File: config.mk
export PLATFORM = sky130hd
export DESIGN_NAME = pipeline_hazard_ctrl_flat
export DESIGN_NICKNAME = d
export VERILOG_FILES = /design/src/rtl/pipe_ctrl_pkg.sv /design/src/rtl/pipeline_hazard_ctrl_if.sv /design/src/rtl/mem_wait_timer.sv /design/src/rtl/pipeline_hazard_ctrl.sv /design/src/flat_wrapper.sv
export SDC_FILE = /design/constraint.sdc
export NUM_CORES = 1
export LEC_CHECK = 0
export ABC_AREA = 1
export CORE_MARGIN = 2
export CORE_UTILIZATION = 25
export DETAILED_ROUTE_END_ITERATION = 16
export SYNTH_ARGS = -nofsm -noshare
export SYNTH_HDL_FRONTEND = slang
export SYNTH_SLANG_ARGS = --single-unit
File: constraint.sdc
create_clock -name clock -period 2.2 [get_ports clock]
set_input_delay 0.33 -clock clock [delete_from_list [all_inputs] [get_ports clock]]
set_output_delay 0.33 -clock clock [all_outputs]
set_load 0.005 [all_outputs]
File: src/rtl/pipe_ctrl_pkg.sv
// Shared types and constants for the pipeline hazard controller: FSM states,
// register-index type and the per-stage enable/flush patterns.
package pipe_ctrl_pkg;

    typedef enum logic [1:0] {
        RUN      = 2'd0,
        MEM_WAIT = 2'd1,
        TRAP     = 2'd2
    } state_t;

    typedef logic [4:0] reg_idx_t;

    localparam reg_idx_t REG_ZERO = 5'd0;

    typedef struct packed {
        logic pc_en;
        logic ifid_en;
        logic ifid_flush;
        logic idex_en;
        logic idex_flush;
        logic exmem_en;
        logic memwb_en;
        logic memwb_flush;
    } stage_ctrl_t;

    localparam stage_ctrl_t CTRL_RUN = '{pc_en: 1'b1, ifid_en: 1'b1, ifid_flush: 1'b0,
        idex_en: 1'b1, idex_flush: 1'b0, exmem_en: 1'b1, memwb_en: 1'b1, memwb_flush: 1'b0};

    // Whole pipeline frozen; MEM/WB takes a bubble so a stalled access never writes back twice.
    localparam stage_ctrl_t CTRL_FREEZE = '{pc_en: 1'b0, ifid_en: 1'b0, ifid_flush: 1'b0,
        idex_en: 1'b0, idex_flush: 1'b0, exmem_en: 1'b0, memwb_en: 1'b0, memwb_flush: 1'b1};

    localparam stage_ctrl_t CTRL_RESET = '{pc_en: 1'b0, ifid_en: 1'b0, ifid_flush: 1'b1,
        idex_en: 1'b0, idex_flush: 1'b1, exmem_en: 1'b0, memwb_en: 1'b0, memwb_flush: 1'b1};

    localparam stage_ctrl_t CTRL_BRANCH = '{pc_en: 1'b1, ifid_en: 1'b1, ifid_flush: 1'b1,
        idex_en: 1'b1, idex_flush: 1'b1, exmem_en: 1'b1, memwb_en: 1'b1, memwb_flush: 1'b0};

    localparam stage_ctrl_t CTRL_LOAD_USE = '{pc_en: 1'b0, ifid_en: 1'b0, ifid_flush: 1'b0,
        idex_en: 1'b1, idex_flush: 1'b1, exmem_en: 1'b1, memwb_en: 1'b1, memwb_flush: 1'b0};

    // A load writing r0 never creates a dependency, since r0 reads as zero.
    function automatic logic load_use_hazard(input logic memread, input reg_idx_t ex_rt,
                                             input reg_idx_t rs, input reg_idx_t rt,
                                             input logic uses_rt);
        return memread && (ex_rt != REG_ZERO) &&
               ((ex_rt == rs) || (uses_rt && (ex_rt == rt)));
    endfunction

endpackage

File: src/rtl/pipeline_hazard_ctrl_if.sv
// Hazard sources from the datapath and per-stage load/flush controls returned to it.
// master = the hazard controller, slave = the datapath.
interface pipeline_hazard_ctrl_if;
    import pipe_ctrl_pkg::*;

    reg_idx_t id_rs;
    reg_idx_t id_rt;
    logic     id_uses_rt;
    logic     idex_memread;
    reg_idx_t idex_rt;
    logic     ex_branch_taken;
    logic     exmem_memread;
    logic     exmem_memwrite;
    logic     mem_ready;

    logic pc_en;
    logic ifid_en;
    logic ifid_flush;
    logic idex_en;
    logic idex_flush;
    logic exmem_en;
    logic memwb_en;
    logic memwb_flush;
    logic mem_timeout;

    modport master (
        input  id_rs, id_rt, id_uses_rt, idex_memread, idex_rt, ex_branch_taken,
               exmem_memread, exmem_memwrite, mem_ready,
        output pc_en, ifid_en, ifid_flush, idex_en, idex_flush, exmem_en,
               memwb_en, memwb_flush, mem_timeout
    );

    modport slave (
        output id_rs, id_rt, id_uses_rt, idex_memread, idex_rt, ex_branch_taken,
               exmem_memread, exmem_memwrite, mem_ready,
        input  pc_en, ifid_en, ifid_flush, idex_en, idex_flush, exmem_en,
               memwb_en, memwb_flush, mem_timeout
    );

endinterface

File: src/rtl/mem_wait_timer.sv
// Counts cycles spent waiting on data memory; saturates at MEM_TIMEOUT and flags expiry.
module mem_wait_timer #(
    parameter int MEM_TIMEOUT = 15
) (
    input  logic clock,
    input  logic reset_n,
    input  logic start,
    input  logic inc,
    output logic expired
);

    localparam int W = $clog2(MEM_TIMEOUT + 1);
    localparam logic [W-1:0] LIMIT = W'(MEM_TIMEOUT);

    logic [W-1:0] wait_cnt;

    // NOTE: sequential state uses non-blocking assignments so every flop samples pre-edge values.
    always_ff @(posedge clock) begin
        if (!reset_n) begin
            wait_cnt <= '0;
        end else if (start) begin
            wait_cnt <= W'(1);
        end else if (inc && (wait_cnt != LIMIT)) begin
            wait_cnt <= wait_cnt + W'(1);
        end
    end

    assign expired = (wait_cnt == LIMIT);

endmodule

File: src/rtl/pipeline_hazard_ctrl.sv
// Pipeline hazard controller: per-stage enable/flush from load-use, branch and memory stalls,
// with a memory watchdog trap. Define HAZ_PERF_CNT_EN to add stall/flush performance counters.
module pipeline_hazard_ctrl
    import pipe_ctrl_pkg::*;
#(
    parameter int MEM_TIMEOUT = 15
`ifdef HAZ_PERF_CNT_EN
    ,
    parameter int CNT_W = 32
`endif
) (
    input  logic                    clock,
    input  logic                    reset_n,
    pipeline_hazard_ctrl_if.master  hz
`ifdef HAZ_PERF_CNT_EN
    ,
    output logic [CNT_W-1:0]        stall_cycles,
    output logic [CNT_W-1:0]        flush_events
`endif
);

    state_t      state, next_state;
    stage_ctrl_t ctrl;
    logic        mem_timeout_q;
    logic        mem_stall, hazard, expired, timer_start, timer_inc;

    assign mem_stall = (hz.exmem_memread | hz.exmem_memwrite) & ~hz.mem_ready;
    assign hazard    = load_use_hazard(hz.idex_memread, hz.idex_rt, hz.id_rs, hz.id_rt,
                                       hz.id_uses_rt);

    mem_wait_timer #(.MEM_TIMEOUT(MEM_TIMEOUT)) u_timer (
        .clock   (clock),
        .reset_n (reset_n),
        .start   (timer_start),
        .inc     (timer_inc),
        .expired (expired)
    );

    always_ff @(posedge clock) begin
        if (!reset_n) begin
            state         <= RUN;
            mem_timeout_q <= 1'b0;
        end else begin
            state         <= next_state;
            mem_timeout_q <= mem_timeout_q | (next_state == TRAP);
        end
    end

    // NOTE: every output of this block gets a default first, so no path can infer a latch.
    always_comb begin
        next_state  = state;
        ctrl        = CTRL_RUN;
        timer_start = 1'b0;
        timer_inc   = 1'b0;
        unique case (state)
            RUN: begin
                if (mem_stall) begin
                    ctrl        = CTRL_FREEZE;
                    next_state  = MEM_WAIT;
                    timer_start = 1'b1;
                end else if (hz.ex_branch_taken) begin
                    ctrl = CTRL_BRANCH;
                end else if (hazard) begin
                    ctrl = CTRL_LOAD_USE;
                end
            end
            MEM_WAIT: begin
                if (hz.mem_ready) begin
                    next_state = RUN;
                end else begin
                    ctrl = CTRL_FREEZE;
                    if (expired) next_state = TRAP;
                    else         timer_inc  = 1'b1;
                end
            end
            TRAP:    ctrl = CTRL_FREEZE;
            default: next_state = RUN;
        endcase
        // Reset overrides everything so the datapath fills with bubbles while held.
        if (!reset_n) ctrl = CTRL_RESET;
    end

    assign hz.pc_en       = ctrl.pc_en;
    assign hz.ifid_en     = ctrl.ifid_en;
    assign hz.ifid_flush  = ctrl.ifid_flush;
    assign hz.idex_en     = ctrl.idex_en;
    assign hz.idex_flush  = ctrl.idex_flush;
    assign hz.exmem_en    = ctrl.exmem_en;
    assign hz.memwb_en    = ctrl.memwb_en;
    assign hz.memwb_flush = ctrl.memwb_flush;
    assign hz.mem_timeout = mem_timeout_q;

`ifdef HAZ_PERF_CNT_EN
    logic stall_evt, flush_evt;

    assign stall_evt = reset_n && !ctrl.pc_en && (state != TRAP);
    assign flush_evt = (ctrl == CTRL_BRANCH);

    always_ff @(posedge clock) begin
        if (!reset_n) begin
            stall_cycles <= '0;
            flush_events <= '0;
        end else begin
            if (stall_evt && (stall_cycles != '1)) stall_cycles <= stall_cycles + CNT_W'(1);
            if (flush_evt && (flush_events != '1)) flush_events <= flush_events + CNT_W'(1);
        end
    end
`endif

endmodule

File: src/flat_wrapper.sv
// flat-port wrapper written by rule: the top's interface ports become plain ports
module pipeline_hazard_ctrl_flat import pipe_ctrl_pkg::*;
#(
    parameter int MEM_TIMEOUT = 15

)
  (clock, reset_n, hz_id_rs, hz_id_rt, hz_id_uses_rt, hz_idex_memread, hz_idex_rt, hz_ex_branch_taken, hz_exmem_memread, hz_exmem_memwrite, hz_mem_ready, hz_pc_en, hz_ifid_en, hz_ifid_flush, hz_idex_en, hz_idex_flush, hz_exmem_en, hz_memwb_en, hz_memwb_flush, hz_mem_timeout);
  pipeline_hazard_ctrl_if hz_i ();
  input  logic clock;
  input  logic reset_n;
  input wire logic [$bits(hz_i.id_rs)-1:0] hz_id_rs;
  input wire logic [$bits(hz_i.id_rt)-1:0] hz_id_rt;
  input wire logic [$bits(hz_i.id_uses_rt)-1:0] hz_id_uses_rt;
  input wire logic [$bits(hz_i.idex_memread)-1:0] hz_idex_memread;
  input wire logic [$bits(hz_i.idex_rt)-1:0] hz_idex_rt;
  input wire logic [$bits(hz_i.ex_branch_taken)-1:0] hz_ex_branch_taken;
  input wire logic [$bits(hz_i.exmem_memread)-1:0] hz_exmem_memread;
  input wire logic [$bits(hz_i.exmem_memwrite)-1:0] hz_exmem_memwrite;
  input wire logic [$bits(hz_i.mem_ready)-1:0] hz_mem_ready;
  output wire logic [$bits(hz_i.pc_en)-1:0] hz_pc_en;
  output wire logic [$bits(hz_i.ifid_en)-1:0] hz_ifid_en;
  output wire logic [$bits(hz_i.ifid_flush)-1:0] hz_ifid_flush;
  output wire logic [$bits(hz_i.idex_en)-1:0] hz_idex_en;
  output wire logic [$bits(hz_i.idex_flush)-1:0] hz_idex_flush;
  output wire logic [$bits(hz_i.exmem_en)-1:0] hz_exmem_en;
  output wire logic [$bits(hz_i.memwb_en)-1:0] hz_memwb_en;
  output wire logic [$bits(hz_i.memwb_flush)-1:0] hz_memwb_flush;
  output wire logic [$bits(hz_i.mem_timeout)-1:0] hz_mem_timeout;
  assign hz_i.id_rs = hz_id_rs;
  assign hz_i.id_rt = hz_id_rt;
  assign hz_i.id_uses_rt = hz_id_uses_rt;
  assign hz_i.idex_memread = hz_idex_memread;
  assign hz_i.idex_rt = hz_idex_rt;
  assign hz_i.ex_branch_taken = hz_ex_branch_taken;
  assign hz_i.exmem_memread = hz_exmem_memread;
  assign hz_i.exmem_memwrite = hz_exmem_memwrite;
  assign hz_i.mem_ready = hz_mem_ready;
  assign hz_pc_en = hz_i.pc_en;
  assign hz_ifid_en = hz_i.ifid_en;
  assign hz_ifid_flush = hz_i.ifid_flush;
  assign hz_idex_en = hz_i.idex_en;
  assign hz_idex_flush = hz_i.idex_flush;
  assign hz_exmem_en = hz_i.exmem_en;
  assign hz_memwb_en = hz_i.memwb_en;
  assign hz_memwb_flush = hz_i.memwb_flush;
  assign hz_mem_timeout = hz_i.mem_timeout;
  pipeline_hazard_ctrl #(.MEM_TIMEOUT(MEM_TIMEOUT)) u_core (.clock(clock), .reset_n(reset_n), .hz(hz_i));
endmodule
==> run_1/cell_density.png <==
Drawn at 6 px/um. The die is cut into 11 by 11 equal tiles; white is low, dark blue is high, 0 to 100% covered.
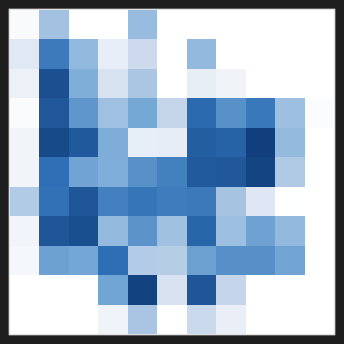
nearly empty tiles: 31%
tiles over 75% full: 15%
emptiest ninth of the die: north-east
mean over tiles: 33%
fullest tile: 94%
core area: 0.002410 mm^2
Initial Util: 25.91%
fin util: 41.74%

==> run_1/power_grid.png <==
Drawn at 6 px/um. Pins as bars on the die edge. Tap cells in gray.
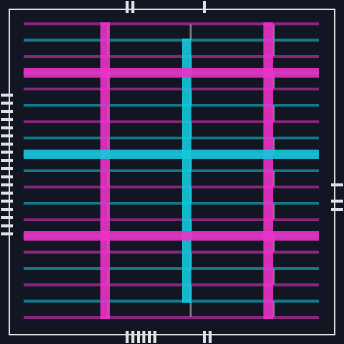
[cyan] VDD
[magenta] VSS
met5 straps: 3
rows: 18
met1 rails: 19

==> run_1/clocks.png <==
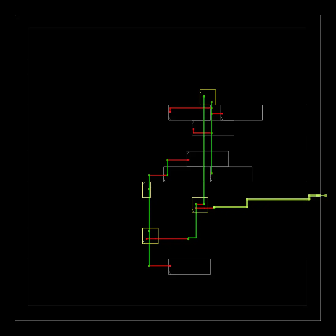
Late-Pin Clk Latency: 0.25 ns
TritonCTS sink count: 7
CLK BUF: 4
Flops: 7
number of CTS-inserted buffers: 3

==> run_1/wires.png <==
Drawn at 10 px/um.
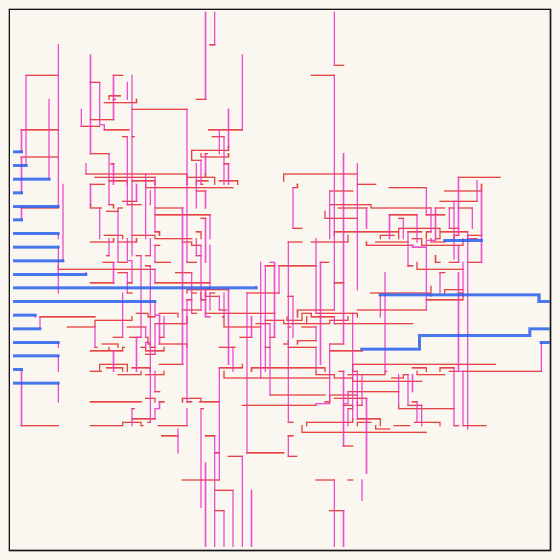
[blue] metal 3 | wire length: 131 um
[red] metal 1 | wire length: 616 um
[magenta] metal 2 | wire length: 771 um

run 1: layout by cell type, fill, tap and decap left out:
cell type        netlist  layout
a21oi_1                5       5
nand4_4                1       1
o21ai_1                1       1
clkbuf_1               0       1
clkdlybuf4s50_1        0      25
nand3_1                7       7
dlygate4sd2_1          0       4
buf_4                  3       2
dfxtp_1                7       7
xnor2_1                2       2
inv_2                  2       2
ha_1                   1       1
xor2_1                 2       2
nand4_1                1       1
nor2_4                 0       2
clkbuf_4               0       3
o21ai_2                1       1
nor2_1                11       9
nor2_2                 2       2
nand2_1               40      40
o21a_1                 1       1
dlymetal6s2s_1         0       2
inv_1                 21      21
o21ai_0                3       3
run 1: critical path, delay by kind of cell:
kind / cells / cell delay (ns)
simple gates: 2 / 0.17
buf+inv: 2 / 1.05
compound gates: 1 / 0.22
run 1: layer usage:
metal / track usage (%) / share of wire (%) / up-vias
met4: 5.000 / 0 / 0
met5: 0 / 0 / -
met3: 4.444 / 8.6 / 0
met1: 10.87 / 41 / 302
met2: 21.95 / 51 / 23
li1: - / - / 399
run 1: where the power goes:
group,total [uW],switching (uW),internal [uW]
sequential,141,7.29,134
clock,115,46.1,69.1
combinational,147,63.6,83.1
run 1: through the flow:
| stage | worst slack [ns] | instances | area [um^2] | utilization, % |
|---|---|---|---|---|
| detailed placement | -0.04744 | 171 | 964.7 | 40.03 |
| global placement | -0.05864 | 171 | 964.7 | 40.03 |
| global route | 0.01627 | 175 | 1006 | 41.74 |
| floorplan | 0.8126 | 111 | 624.3 | - |
| CTS | 0.07454 | 175 | 985.9 | 40.91 |
| finish | 0.09151 | 175 | 1006 | 41.74 |
run 1: registers in the layout, indices dropped and copies added, names as in the netlist:
| register | flops |
|---|---|
| u_core.u_timer.wait_cnt | 4 |
| u_core.state | 2 |
| u_core.hz.mem_timeout | 1 |
run 1: worst paths after layout:
check                             startpoint                          to  slack [ns]  depth (start not counted)
hold reg to reg   u_core.u_timer.wait_cnt[1]  u_core.u_timer.wait_cnt[1]        0.48                          2
hold / removal    u_core.u_timer.wait_cnt[1]  u_core.u_timer.wait_cnt[1]        0.48                          2
setup reg to reg  u_core.u_timer.wait_cnt[0]  u_core.u_timer.wait_cnt[0]        0.97                          5
setup / recovery                hz_mem_ready                 hz_memwb_en        0.09                          5
run 1: repair_timing:
item | 4_1_cts | 5_1_grt
setup endpoints to repair | 3 | 4
gates resized | 4 | 6
pin swaps | 1 | 2
hold endpoints to repair | 0 | 0
run 1: logic make-up after synthesis:
logic type	count (synthesis)	synth area share (%)
adder cells (fa/ha/maj)	1	2.004
AND/OR/NAND/NOR	62	42.68
XOR/XNOR	4	5.612
AND-OR/OR-AND	11	9.818
buffers and inverters	26	17.44
flip-flops	7	22.44
run 1: final cells by class:
type	count	area, um^2	share of cell area (%)
timing repair buffer	33	325.3	32.34
inverter	23	86.33	8.582
clock buffer	4	26.28	2.612
multi-input combinational	78	390.4	38.81
sequential	7	140.1	13.93
tap	30	37.54	3.731
==> impl_metrics.tcl, run 1 <==
# implementation run metrics
set metrics [dict create \
    holdCritPathClass "flip-flop to flip-flop" \
    critical_path.max_stage_delay_ns 0.54 \
    antenna_cells 0 \
    critical_path.slowest_cell "clkdlybuf4s50_1" \
    dp_hpwl_um 1338 \
    crit_chain "clkdlybuf4s50_1 -> o21a_1 -> nor2_4 -> nor2_4 -> clkdlybuf4s50_1" \
    fin_skew_ns 0.0004454 \
    ys_seq_share_pct 22.44 \
    yosys.cell_types.count 18 \
    setup_violations 0 \
    vdd_ir_drop_max_mv 0.1645 \
    synth_area_um2 624.3 \
    p_leak_uw 0.0005237 \
    end_kind "output pin" \
    cp.arrival_ns 1.78 \
    post_cts_buffers 0 \
    postSynthAreaPerCell_um2 5.625 \
    row_count 18 \
    status "finished, final reports clean" \
    tns_ns 0 \
    criticalPathCategory "input pin to output pin" \
    synthTopCellsByCount "40 x nand2_1, 21 x inv_1, 11 x nor2_1" \
    die_area_mm2 0.002913 \
    ys_warn_count 0 \
    viasPerCell 4.137 \
    grt_pass1_wl_um 2435 \
    post-route-drc-count 0 \
    timing.final.crit_share_pct 95.84 \
    layout-drive-gt1-share_pct 8.966 \
    antenna_found_initial 0 \
]
==> run_1/flops_by_reg.png <==
Drawn at 10 px/um.
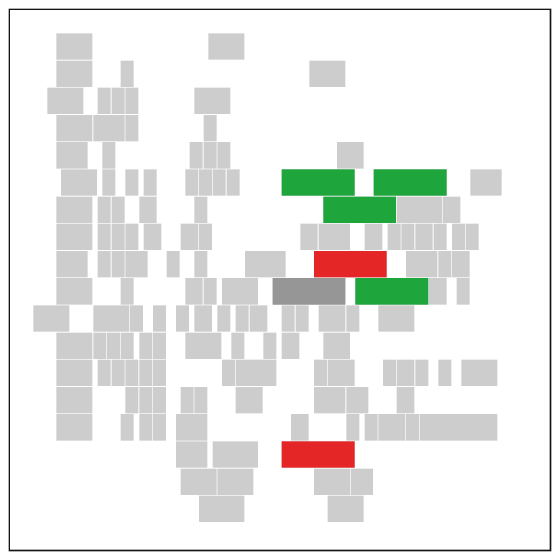

==> inputs of run 2 (changes only) <==
- MAX_ROUTING_LAYER: unset -> met4
- RECOVER_POWER: unset -> 100
==> run_2/flops_by_reg.png <==
Drawn at 10 px/um.
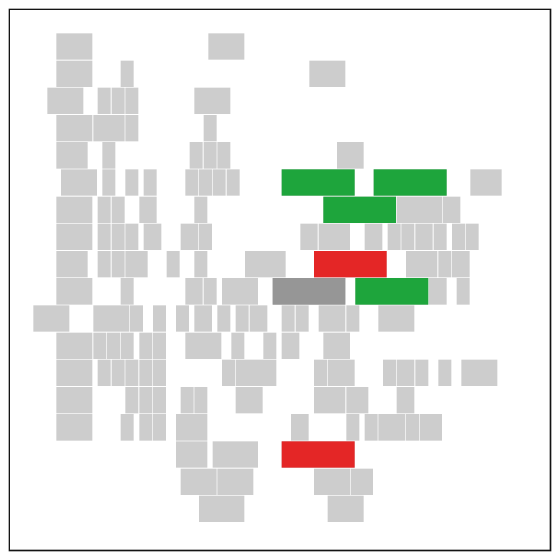
[red] `u_core.state` | flops: 2
[green] `u_core.u_timer.wait_cnt` | flops: 4
not colored: 1

==> impl_metrics.tcl, run 2 <==
# implementation run metrics
set metrics [dict create \
    worst-r2r-cell-count 5 \
    synthTopCellsByCount "40 x nand2_1, 21 x inv_1, 11 x nor2_1" \
    fin_cells 175 \
    yosys.cell_types.count 18 \
    layout-drive-gt1-share_pct 7.586 \
    regMostFlops "u_core.u_timer.wait_cnt" \
    post_cts_buffers 0 \
    ys_seq_share_pct 22.44 \
    hp-start "u_core.u_timer.wait_cnt[1]" \
    cts_sinks 7 \
    viasPerCell 4.143 \
    ys_warn_count 0 \
    fin_skew_ns 0.0004427 \
    synth_area_um2 624.3 \
    worstSkewPairLatency_ns 0.25 \
    vdd_ir_drop_max_mv 0.1644 \
    status "finished, final reports clean" \
    critical_path.max_stage_delay_ns 0.53 \
    setup_ws_ns 0.09866 \
    numCtsBuffers 3 \
    cp-startpoint "hz_mem_ready" \
    p_leak_uw 0.0005203 \
    timing.final.crit_share_pct 95.52 \
    post-place-ws_ns -0.04744 \
    largest_reg_flops 4 \
]
[run 2: power by group]
part | switching [uW] | total (uW) | internal [uW]
clock | 46.0 | 115 | 69.1
combinational | 62.6 | 144 | 81.0
sequential | 6.37 | 140 | 134
[run 2: cell families after synthesis]
family | share of synthesized area (%)
buf+inv | 17.44
fa+ha+maj | 2.004
simple gates | 42.68
flops | 22.44
compound gates | 9.818
xor+xnor | 5.612
[run 2: through the flow]
step	util [%]	cell area (um^2)	setup TNS, ns
2_1_floorplan	-	624.3	0
3_3_place_gp	40.03	964.7	-0.1578
6_report	41.12	991.0	0
5_1_grt	41.12	991.0	0
3_5_place_dp	40.03	964.7	-0.1319
4_1_cts	40.91	985.9	0
[run 2: area by class of cell]
cell class	instances	area [um^2]
fillers	271	1419
multi-input cells	78	375.4
repair buffers	33	325.3
flip-flops and latches	7	140.1
inverters	23	86.33
well taps	30	37.54
clock buffers	4	26.28
[run 2: worst max-delay path by stage]
| stage | endpoint | slack (ns) | cells after the start |
|---|---|---|---|
| after detailed placement | hz_idex_flush | -0.05 | 10 |
| after global routing | hz_memwb_en | 0.02 | 7 |
| final | hz_memwb_en | 0.1 | 5 |
| after floorplan | hz_pc_en | 0.81 | 8 |
| after global placement | hz_ifid_en | -0.06 | 9 |
| after CTS | hz_idex_en | 0.07 | 7 |
[run 2: critical path: cells and delay by family]
family	cells	cell delay, ns
buffers and inverters	2	1.04
AND-OR/OR-AND	1	0.22
AND/OR/NAND/NOR	2	0.17
[run 2: timing repair]
| item | 4_1_cts | 5_1_grt |
|---|---|---|
| gates cloned | 0 | 0 |
| pin swaps | 1 | 2 |
| resized | 4 | 6 |
| hold endpoints to repair | 0 | 0 |
| endpoints found under the setup margin | 3 | 4 |
[run 2: per-layer routing]
layer	wire [um]	GRT usage, %	up-vias
li1	-	-	399
met1	610	10.87	305
met2	769	21.95	21
met3	126	4.167	0
met4	0	5.000	0
met5	0	-	-
Power is estimated from default activity; no workload was simulated.
